--- src/rtl/bit_serializer.sv ---
// Parallel-to-serial front end: one-word holding register feeding a shift register,
// emitting one bit per clock on out with zero-gap streaming between held words.
module bit_serializer #(
    parameter int WIDTH     = 8,
    parameter bit MSB_FIRST = 1'b1,
    parameter bit IDLE_BIT  = 1'b0
) (
    input  logic             clock,
    input  logic             reset,
    input  logic [WIDTH-1:0] data_in,
    input  logic             load_valid,
    output logic             load_ready,
    output logic             out,
    output logic             out_valid,
    output logic             busy,
    output logic             word_done
);

    localparam int CW = $clog2(WIDTH);
    localparam logic [CW-1:0] LAST_CNT = CW'(WIDTH - 1);

    typedef enum logic [0:0] {
        IDLE  = 1'b0,
        SHIFT = 1'b1
    } state_t;

    state_t           state_r;
    state_t           state_nxt_s;
    logic [CW-1:0]    cnt_r;
    logic [CW-1:0]    cnt_nxt_s;
    logic [WIDTH-1:0] sreg_r;
    logic [WIDTH-1:0] sreg_nxt_s;
    logic [WIDTH-1:0] hold_r;
    logic [WIDTH-1:0] hold_nxt_s;
    logic             hold_full_r;
    logic             hold_full_nxt_s;
    logic             last_s;
    logic             xfer_s;
    logic             load_s;

    // Advance the shift register by one bit toward the transmit end.
    function automatic logic [WIDTH-1:0] shift_word(input logic [WIDTH-1:0] word);
        logic [WIDTH-1:0] res;
        if (MSB_FIRST) begin
            res = {word[WIDTH-2:0], 1'b0};
        end else begin
            res = {1'b0, word[WIDTH-1:1]};
        end
        return res;
    endfunction

    assign last_s     = (state_r == SHIFT) && (cnt_r == LAST_CNT);
    assign xfer_s     = hold_full_r && ((state_r == IDLE) || last_s);
    assign load_ready = !hold_full_r || xfer_s;
    assign load_s     = load_valid && load_ready;

    // Next-state for the FSM, bit counter and shift register.
    always_comb begin
        state_nxt_s = state_r;
        cnt_nxt_s   = cnt_r;
        sreg_nxt_s  = sreg_r;
        case (state_r)
            IDLE: begin
                if (xfer_s) begin
                    sreg_nxt_s  = hold_r;
                    cnt_nxt_s   = {CW{1'b0}};
                    state_nxt_s = SHIFT;
                end else begin
                    state_nxt_s = IDLE;
                end
            end
            SHIFT: begin
                if (xfer_s) begin
                    sreg_nxt_s  = hold_r;
                    cnt_nxt_s   = {CW{1'b0}};
                    state_nxt_s = SHIFT;
                end else if (last_s) begin
                    state_nxt_s = IDLE;
                end else begin
                    cnt_nxt_s  = cnt_r + CW'(1);
                    sreg_nxt_s = shift_word(sreg_r);
                end
            end
            default: begin
                state_nxt_s = IDLE;
            end
        endcase
    end

    // Holding register: a same-edge load wins over the outgoing transfer.
    always_comb begin
        hold_nxt_s      = hold_r;
        hold_full_nxt_s = hold_full_r;
        if (load_s) begin
            hold_nxt_s      = data_in;
            hold_full_nxt_s = 1'b1;
        end else if (xfer_s) begin
            hold_full_nxt_s = 1'b0;
        end else begin
            hold_full_nxt_s = hold_full_r;
        end
    end

    // State registers with immediate abort on reset.
    always_ff @(posedge clock or posedge reset) begin
        if (reset) begin
            state_r     <= IDLE;
            cnt_r       <= {CW{1'b0}};
            sreg_r      <= {WIDTH{1'b0}};
            hold_r      <= {WIDTH{1'b0}};
            hold_full_r <= 1'b0;
        end else begin
            state_r     <= state_nxt_s;
            cnt_r       <= cnt_nxt_s;
            sreg_r      <= sreg_nxt_s;
            hold_r      <= hold_nxt_s;
            hold_full_r <= hold_full_nxt_s;
        end
    end

    assign out_valid = (state_r == SHIFT);
    assign word_done = last_s;
    assign busy      = (state_r == SHIFT) || hold_full_r;
    assign out       = (state_r == SHIFT) ? (MSB_FIRST ? sreg_r[WIDTH-1] : sreg_r[0]) : IDLE_BIT;

endmodule

--- config.mk ---
export PLATFORM = sky130hd
export DESIGN_NAME = bit_serializer
export DESIGN_NICKNAME = d
export VERILOG_FILES = /design/src/rtl/bit_serializer.sv
export SDC_FILE = /design/constraint.sdc
export NUM_CORES = 1
export LEC_CHECK = 0
export CAP_MARGIN = 5
export CORE_MARGIN = 2
export CORE_UTILIZATION = 30
export DETAILED_ROUTE_END_ITERATION = 10
export GPL_TIMING_DRIVEN = 0
export SETUP_SLACK_MARGIN = 0.2
export SYNTH_ARGS = -nofsm -noshare
export SYNTH_HDL_FRONTEND = slang
export SYNTH_SLANG_ARGS = --single-unit
--- constraint.sdc ---
create_clock -name clock -period 2.3 [get_ports clock]
set_input_delay 0.23 -clock clock [delete_from_list [all_inputs] [get_ports clock]]
set_output_delay 0.23 -clock clock [all_outputs]
set_load 0.02 [all_outputs]
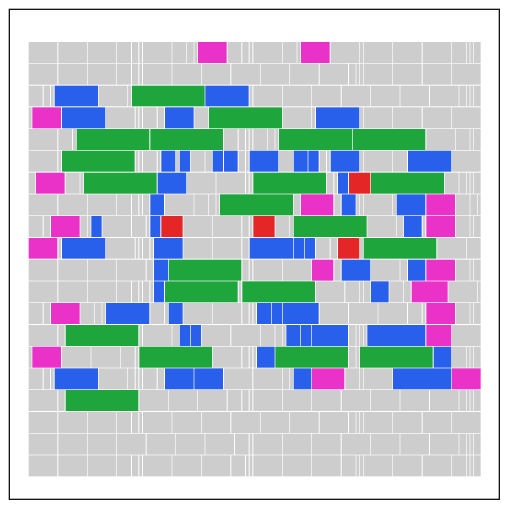
**Above:** run 1 (cells colored by class).
(8 px per micron) Fill, decap, tap and diode cells in gray.
magenta -> remaining buffers and delay cells  # cells 18
blue -> remaining logic cells  # cells 50
red -> clock drivers and dummy loads  # cells 4
green -> registers  # cells 21

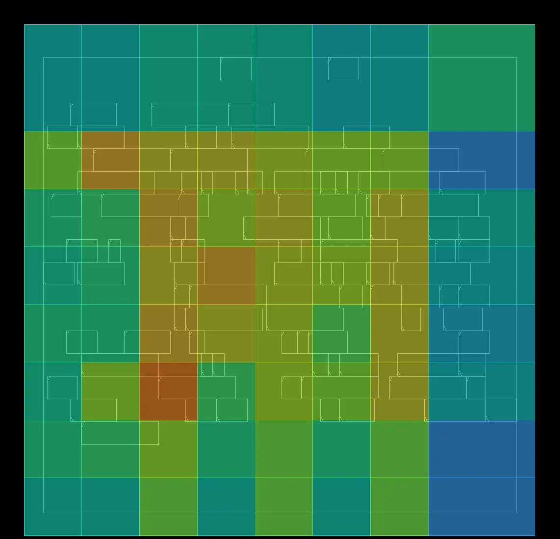
**Above:** run 1 (congestion heat map).
fin util: 0.3943
global routing usage on met3: 0.05042
gr usage total: 0.1015
layer with the highest usage: met2

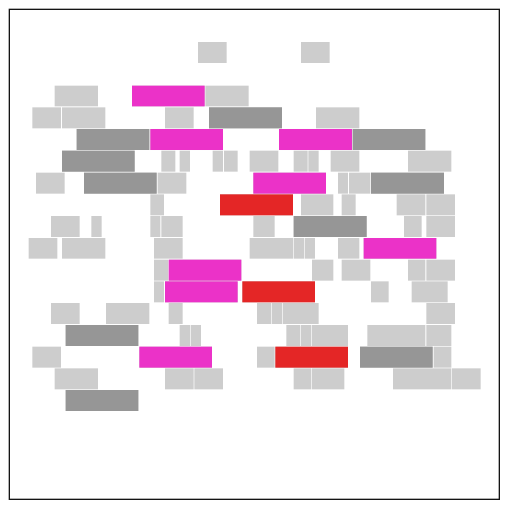
**Above:** run 1 (sequential cells grouped by signal name).
(8 px per micron) Other sequential cells in the stronger gray, the rest of the logic in the fainter gray.
red -> cnt_r  # sequential cells 3
magenta -> sreg_r  # sequential cells 8
Seq group: 622 uW
Seq area share: 0.4330
Reg area: 525.5 sq um

==> run 1: what timing repair did <==
action | 4_1_cts | 5_1_grt
setup endpoints to repair | 1 | 1
setup buffers | 0 | 0
endpoints found under the hold margin | 0 | 0
pin swaps | 0 | 0
gates resized | 1 | 1
==> run 1: path summary, 6_finish.rpt <==
path,startpoint,endpoint,cells past startpoint
worst min register to register,sreg_r[0],sreg_r[1],2
worst min-delay path,reset,hold_r[2],2
worst max register to register,cnt_r[0],hold_r[7],5
worst max-delay path,hold_full_r,busy,3
min in group clock,sreg_r[0],sreg_r[1],2
max in group asynchronous,reset,sreg_r[7],2
==> run 1: flip-flops by register name (all words and copies together), names as in the netlist <==
register and cells:
sreg_r 8, hold_r 8, hold_full_r 1, out_valid 1, cnt_r 3
==> impl_metrics.py, run 1 <==
# Generated from Yosys and OpenROAD reports
metrics = {
    "placement": {
        "place_area_sq_um": 1182,
        "port_buffers": 15,
        "placed_cells": 133,
        "globalplace.congestion": 0.6514,
    },
    "final_timing": {
        "whs_ns": 0.3481,
        "relSlewSlack": 0.4844,
        "setup_viol": 0,
        "worstMarginPinSlew_ns": 0.7726,
        "slew_violations": 0,
        "hold_viol": 0,
        "max_freq_mhz": 502.5,
    },
    "clock_tree": {
        "tritoncts": "yes",
        "path_clk_slew_ns": 0.12,
        "cts_buffers": 3,
        "clk_path_buf_depth": 2,
    },
    "synth": {
        "ys_warn_count": 0,
        "synthArstFlopShare": 1.000,
        "syn_area_sq_um": 977.2,
        "netlist.area_leader.share": 0.5378,
        "fp_nets": 87,
        "synthCells": 74,
        "simple_gate_share": 0.1319,
        "top_cells_by_count": "dfrtp_1, mux2_4, nand2_1, o21ai_0, mux2i_1",
        "synth.area.top_cells": "dfrtp_1, mux2_4, mux2i_1",
    },
    "floorplan": {
        "ios": 16,
    },
    "critical_path": {
        "worst-endpoint-arrival_ns": 1.76,
        "worstSetupStartpointType": "flip-flop",
        "worstSetupPathType": "flip-flop to output pin",
        "end_kind": "output pin",
    },
    "cells_and_area": {
        "lay_top_cells": "dfrtp_1, clkdlybuf4s50_1, nand2_1, o21ai_0, mux2_4",
        "flops": 21,
        "n_fill_cell": 313,
        "drive_gt1_frac": 0.2151,
        "inverters": 2,
        "fin_area_sq_um": 1214,
        "area_delta_synth_final_pct": 24.20,
        "logic_area_sq_um": 414.1,
    },
    "power_and_ir_drop": {
        "totalPowerFinal_uw": 1362,
        "p_comb_frac": 0.412,
        "internal_power_uw": 925.5,
        "p_clk_frac": 0.131,
    },
    "global_routing": {
        "met2_usage": 0.1505,
        "grt_pass1_vias": 573,
        "gr-total-overflow": 0,
    },
    "route": {
        "num_vias": 589,
        "post_drt_via_cell_ratio": 4.299,
        "final_antenna_net_count": 0,
    },
    "worst_hold_path": {
        "hold_path.class": "input port to asynchronous set/reset pin",
    },
    "outcome": {
        "status": "finished, final reports clean",
    },
}
==> run 2, diff against run 1 <==
--- a/config.mk
+++ b/config.mk
@@ -5,11 +5,14 @@
 export SDC_FILE = /design/constraint.sdc
 export NUM_CORES = 1
 export LEC_CHECK = 0
+export ABC_AREA = 0
 export CAP_MARGIN = 5
 export CORE_MARGIN = 2
 export CORE_UTILIZATION = 30
+export CTS_CLUSTER_SIZE = 10
 export DETAILED_ROUTE_END_ITERATION = 10
 export GPL_TIMING_DRIVEN = 0
+export MAX_ROUTING_LAYER = met4
 export SETUP_SLACK_MARGIN = 0.2
 export SYNTH_ARGS = -nofsm -noshare
 export SYNTH_HDL_FRONTEND = slang
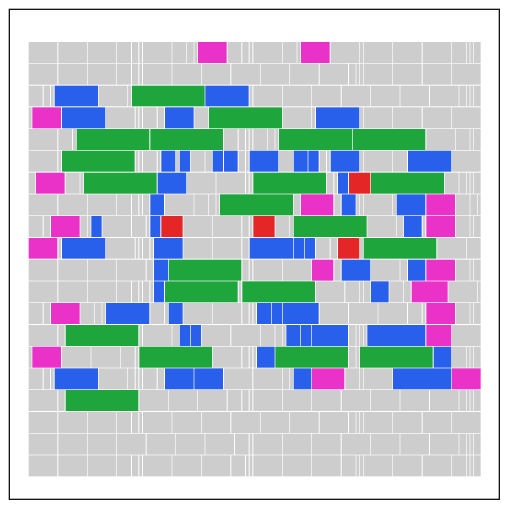
**Above:** run 2 (cells colored by class).
(8 px per micron) Fill, decap, tap and diode cells in gray.
row cnt: 20
Placeable Area: 3078 sq um
design area: 1214 sq um

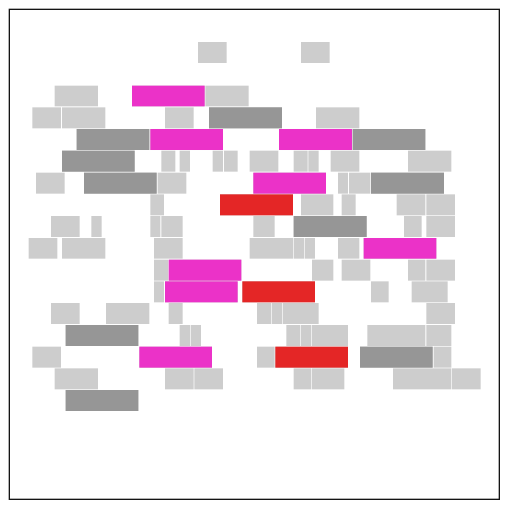
**Above:** run 2 (sequential cells grouped by signal name).
(8 px per micron) Other sequential cells in the stronger gray, the rest of the logic in the fainter gray.

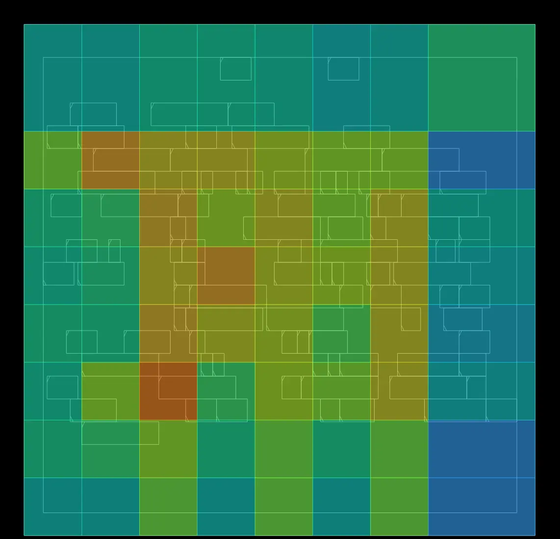
**Above:** run 2 (congestion heat map).
gr usage total: 0.1047
Global Route met2 Usage: 0.1505
met1 track demand over resource: 0.1360
post-DR wirelength/cell: 11.28 microns

==> impl_metrics.py, run 2 <==
# Generated from Yosys and OpenROAD reports
metrics = {
    "outcome": {
        "status": "finished, final reports clean",
    },
    "power_and_ir_drop": {
        "totalPowerFinal_uw": 1362,
        "seq-power_uw": 622,
    },
    "final_timing": {
        "relSlewSlack": 0.4844,
        "worstMarginPinSlew_ns": 0.7726,
        "whs_ns": 0.3481,
        "slew_violations": 0,
    },
    "synth": {
        "netlist.area_leader.share": 0.5378,
        "synth.area.top_cells": "dfrtp_1, mux2_4, mux2i_1",
        "syn_area_sq_um": 977.2,
        "ys_warn_count": 0,
        "fp_nets": 87,
    },
    "cells_and_area": {
        "reg_top3": "hold_r (8), sreg_r (8), cnt_r (3)",
        "drive_gt1_frac": 0.2151,
        "area_delta_synth_final_pct": 24.20,
    },
    "placement": {
        "globalplace.congestion": 0.6572,
        "port_buffers": 15,
    },
    "critical_path": {
        "worstSetupStartpointType": "flip-flop",
        "reg2reg_depth": 5,
    },
    "clock_tree": {
        "cts_buffers": 3,
        "cts_resized": 1,
    },
    "route": {
        "post_drt_via_cell_ratio": 4.299,
        "final_antenna_net_count": 0,
        "num_vias": 589,
    },
    "global_routing": {
        "grt_busiest_layer": "met2",
    },
}
run 2: cell counts in the layout (fill, tap and decap cells not counted):
Identical to the previous run, type by type.
run 2: layout make-up:
cell class,count,area (sq um)
Multi-Input combinational cell,48,414.1
Clock inverter,1,7.507
Buffer,3,30.03
Tap cell,44,55.05
Clock buffer,3,22.52
Inverter,2,7.507
Sequential cell,21,525.5
Timing Repair Buffer,15,151.4
Fill cell,313,1864
run 2: how the worst max path moves through the flow:
stage,start,to,depth (start not counted)
after global placement,cnt_r[0],load_ready,4
final,hold_full_r,busy,3
after detailed placement,cnt_r[0],load_ready,4
after global routing,hold_full_r,busy,3
after CTS,cnt_r[0],word_done,4
after floorplan,cnt_r[0],hold_r[0],5
Power and IR drop assume default switching activity.
